`src/rtl/core_pkg.sv`:
```
// Shared front-end definitions: default address width, reset vector and the
// next-PC source encoding exposed for debug.
package core_pkg;

  localparam int          XLEN_DEF      = 32;
  localparam logic [31:0] RESET_VEC_DEF = 32'h0000_0000;

  typedef enum logic [2:0] {
    SRC_HOLD = 3'd0,
    SRC_SEQ  = 3'd1,
    SRC_SET  = 3'd2,
    SRC_RET  = 3'd3,
    SRC_TRAP = 3'd4
  } pc_src_e;

endpackage

```
`src/rtl/pc_ras.sv`:
```
// Circular return-address stack: a push beyond capacity overwrites the oldest
// entry, and top_data always shows entry[ptr-1].
module pc_ras
  import core_pkg::*;
#(
  parameter  int XLEN      = XLEN_DEF,
  parameter  int RAS_DEPTH = 4,
  localparam int PW        = $clog2(RAS_DEPTH),
  localparam int CW        = PW + 1
) (
  input  logic            clk,
  input  logic            rst_n,
  input  logic            push,
  input  logic            pop,
  input  logic            clear,
  input  logic [XLEN-1:0] push_data,
  output logic [XLEN-1:0] top_data,
  output logic [CW-1:0]   cnt
);

  logic [XLEN-1:0] mem_q [RAS_DEPTH];
  logic [PW-1:0]   ptr_q, ptr_d;
  logic [CW-1:0]   cnt_q, cnt_d;
  logic [PW-1:0]   top_idx_s;

  // Pointer and occupancy update; clear dominates, and pop on empty is a no-op.
  always_comb begin
    ptr_d = ptr_q;
    cnt_d = cnt_q;
    if (clear) begin
      ptr_d = {PW{1'b0}};
      cnt_d = {CW{1'b0}};
    end else if (push) begin
      ptr_d = ptr_q + PW'(1);
      if (cnt_q != CW'(RAS_DEPTH)) begin
        cnt_d = cnt_q + CW'(1);
      end else begin
        cnt_d = cnt_q;
      end
    end else if (pop && (cnt_q != {CW{1'b0}})) begin
      ptr_d = ptr_q - PW'(1);
      cnt_d = cnt_q - CW'(1);
    end else begin
      ptr_d = ptr_q;
      cnt_d = cnt_q;
    end
  end

  // Pointer and count registers.
  always_ff @(posedge clk or negedge rst_n) begin
    if (!rst_n) begin
      ptr_q <= {PW{1'b0}};
      cnt_q <= {CW{1'b0}};
    end else begin
      ptr_q <= ptr_d;
      cnt_q <= cnt_d;
    end
  end

  // Entry storage; contents are meaningless after reset, so no reset here.
  always_ff @(posedge clk) begin
    if (push && !clear) begin
      mem_q[ptr_q] <= push_data;
    end
  end

  assign top_idx_s = ptr_q - PW'(1);
  assign top_data  = mem_q[top_idx_s];
  assign cnt       = cnt_q;

endmodule

```
`src/rtl/pc_gen.sv`:
```
// Program-counter generator: priority mux (trap > set/call > ret > seq > hold)
// feeding the PC register, plus the return-address stack.
module pc_gen
  import core_pkg::*;
#(
  parameter int              XLEN      = XLEN_DEF,
  parameter logic [XLEN-1:0] RESET_VEC = XLEN'(RESET_VEC_DEF),
  parameter int              STEP      = 4,
  parameter int              RAS_DEPTH = 4
) (
  input  logic                       i_CLK,
  input  logic                       i_RST_N,
  input  logic                       i_EN,
  input  logic [XLEN-1:0]            i_pc,
  input  logic                       i_pc_set,
  input  logic                       i_call,
  input  logic                       i_ret,
  input  logic                       i_trap,
  input  logic [XLEN-1:0]            i_trap_vec,
  output logic [XLEN-1:0]            o_pc,
  output logic [$clog2(RAS_DEPTH):0] o_ras_cnt,
  output logic                       o_ras_miss
);

  localparam int              CW        = $clog2(RAS_DEPTH) + 1;
  localparam logic [XLEN-1:0] STEP_V    = XLEN'(STEP);
  localparam logic [XLEN-1:0] ADDR_MASK = ~(STEP_V - XLEN'(1));

  logic [XLEN-1:0] pc_q, pc_d;
  logic            miss_q, miss_d;
  logic [XLEN-1:0] seq_s, ras_top_s;
  logic [CW-1:0]   ras_cnt_s;
  logic            push_s, pop_s, clear_s;
  pc_src_e         src_s;

  assign seq_s = pc_q + STEP_V;

  // Source selection and stack control, in redirect priority order.
  always_comb begin
    src_s   = SRC_HOLD;
    push_s  = 1'b0;
    pop_s   = 1'b0;
    clear_s = 1'b0;
    miss_d  = 1'b0;
    if (i_trap) begin
      src_s   = SRC_TRAP;
      clear_s = 1'b1;
    end else if (i_pc_set) begin
      src_s  = SRC_SET;
      push_s = i_call & i_EN;
    end else if (i_ret && i_EN) begin
      if (ras_cnt_s != {CW{1'b0}}) begin
        src_s = SRC_RET;
        pop_s = 1'b1;
      end else begin
        src_s  = SRC_SEQ;
        miss_d = 1'b1;
      end
    end else if (i_EN) begin
      src_s = SRC_SEQ;
    end else begin
      src_s = SRC_HOLD;
    end
  end

  // Next-PC mux; every loaded target is aligned down to STEP.
  always_comb begin
    pc_d = pc_q;
    case (src_s)
      SRC_TRAP: pc_d = i_trap_vec & ADDR_MASK;
      SRC_SET:  pc_d = i_pc & ADDR_MASK;
      SRC_RET:  pc_d = ras_top_s & ADDR_MASK;
      SRC_SEQ:  pc_d = seq_s;
      SRC_HOLD: pc_d = pc_q;
      default:  pc_d = pc_q;
    endcase
  end

  // PC and miss-pulse registers.
  always_ff @(posedge i_CLK or negedge i_RST_N) begin
    if (!i_RST_N) begin
      pc_q   <= RESET_VEC;
      miss_q <= 1'b0;
    end else begin
      pc_q   <= pc_d;
      miss_q <= miss_d;
    end
  end

  pc_ras #(
    .XLEN      (XLEN),
    .RAS_DEPTH (RAS_DEPTH)
  ) u_ras (
    .clk       (i_CLK),
    .rst_n     (i_RST_N),
    .push      (push_s),
    .pop       (pop_s),
    .clear     (clear_s),
    .push_data (seq_s),
    .top_data  (ras_top_s),
    .cnt       (ras_cnt_s)
  );

  assign o_pc       = pc_q;
  assign o_ras_cnt  = ras_cnt_s;
  assign o_ras_miss = miss_q;

endmodule

```
`config.mk`:
```
export PLATFORM = sky130hd
export DESIGN_NAME = pc_gen
export DESIGN_NICKNAME = d
export VERILOG_FILES = /design/src/rtl/core_pkg.sv /design/src/rtl/pc_ras.sv /design/src/rtl/pc_gen.sv
export SDC_FILE = /design/constraint.sdc
export NUM_CORES = 1
export LEC_CHECK = 0
export ABC_AREA = 1
export CAP_MARGIN = 15
export CORE_MARGIN = 2
export CORE_UTILIZATION = 60
export CTS_CLUSTER_DIAMETER = 50
export DETAILED_ROUTE_END_ITERATION = 7
export PLACE_DENSITY = 0.86
export SYNTH_ARGS = -nofsm -noshare
export SYNTH_HDL_FRONTEND = slang
export SYNTH_HIERARCHICAL = 1
export SYNTH_SLANG_ARGS = --single-unit
```
`constraint.sdc`:
```
create_clock -name i_CLK -period 5.18 [get_ports i_CLK]
set_clock_uncertainty 0.05 [all_clocks]
set_input_delay 0.777 -clock i_CLK [delete_from_list [all_inputs] [get_ports i_CLK]]
set_output_delay 0.777 -clock i_CLK [all_outputs]
set_load 0.005 [all_outputs]
```
==> run summary <==
Nets = 1049
Most frequent logic cells in the routed design = 261 x nand2_1, 120 x edfxtp_1, 103 x nor2_1, 99 x clkdlybuf4s50_1, 75 x o21ai_0
Layout non-clock buf frac = 11.3%
Area post-placement = 8930 um^2
CTS buffer count = 17
CTS H-tree depth = 4
Mapped Area = 7870 um^2
CTS resizes = 0
Worst Setup SP = u_ras/ptr_q[0]$_DFFE_PN0P_
Met1 WL = 7900 um
TritonCTS clock tree = done
Placer Congestion = 0.893
Setup crit end = o_pc[3]$_DFFE_PN0P_
First-pass GRT wire length = 32300 um
Diode count = 0
Crit end category = register
Cells after Synth = 883
Final non-filler cell total = 1157
Logic pwr share = 23.0%
Final worst slack = 1530 ps
Stages on worst setup path = 11
Met1 Usage GRT = 37.4%
Initial DRT Pass Iterations = 5
Power in the clock group = 0.00117 W
Worst hold path type = in2async
Run status = finished clean
Count of non-CTS inverters in the layout = 68
Unrepaired setup endpoints after global routing = no
Pwr Total = 0.00346 W
Detailed placement HPWL = 12700 um
Placed insts = 1125
Number of logic gates = 619
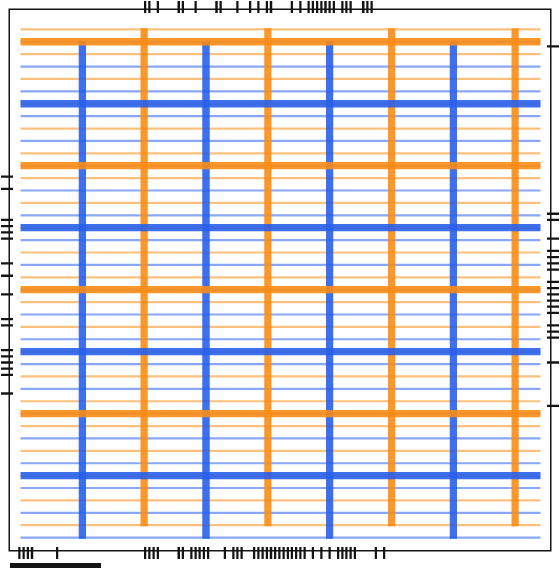
Figure 1: power grid.
Bar = 20 um. Pins as bars on the die edge.
| colour | net |
|---|---|
| orange | VDD |
| blue | VSS |
signal pins: 107
rows: 41
met5 straps: 8
met1 rails: 42
Die Wd: 118 um
Die Span Y: 118 um
Peak VDD IR: 0.000253 V
core area: 12700 um^2

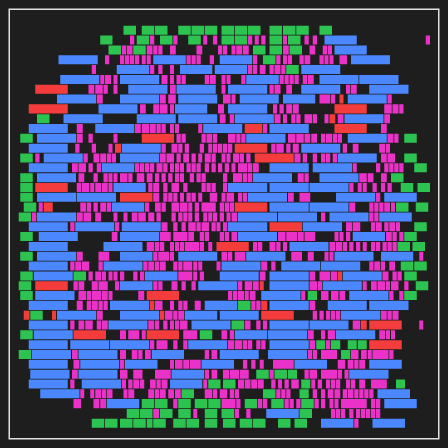
Figure 2: placed cells, one colour a class.
| colour | class | cells | share of their area |
|---|---|---|---|
| magenta | combinational and other logic | 687 | 34% |
| red | clock drivers and dummy loads | 32 | 6.0% |
| blue | sequential cells | 156 | 49% |
| green | remaining buffers and delay cells | 110 | 12% |
Core Rows: 41
Seq/total area: 47.5%

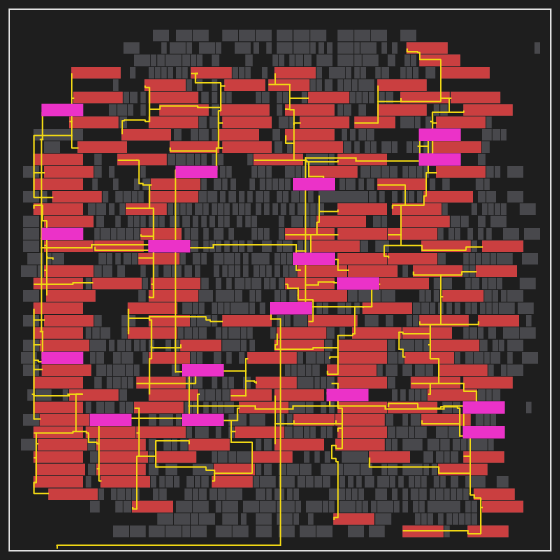
Figure 3: clock wires, drivers and flops.
[yellow] clock wires | length: 1620 um
[red] flip-flops | count: 156
[magenta] clock drivers | count: 17
routed clock nets: 18

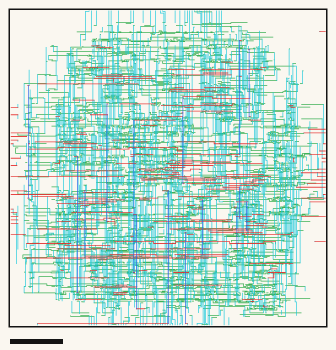
Figure 4: wiring by layer.
Bar = 20 um.
| colour | layer | wire length |
|---|---|---|
| green | metal 1 | 7900 um |
| blue | metal 4 | 497 um |
| red | metal 3 | 1930 um |
| cyan | metal 2 | 10100 um |

No activity file was given, so power comes from the tool's default toggle rates.
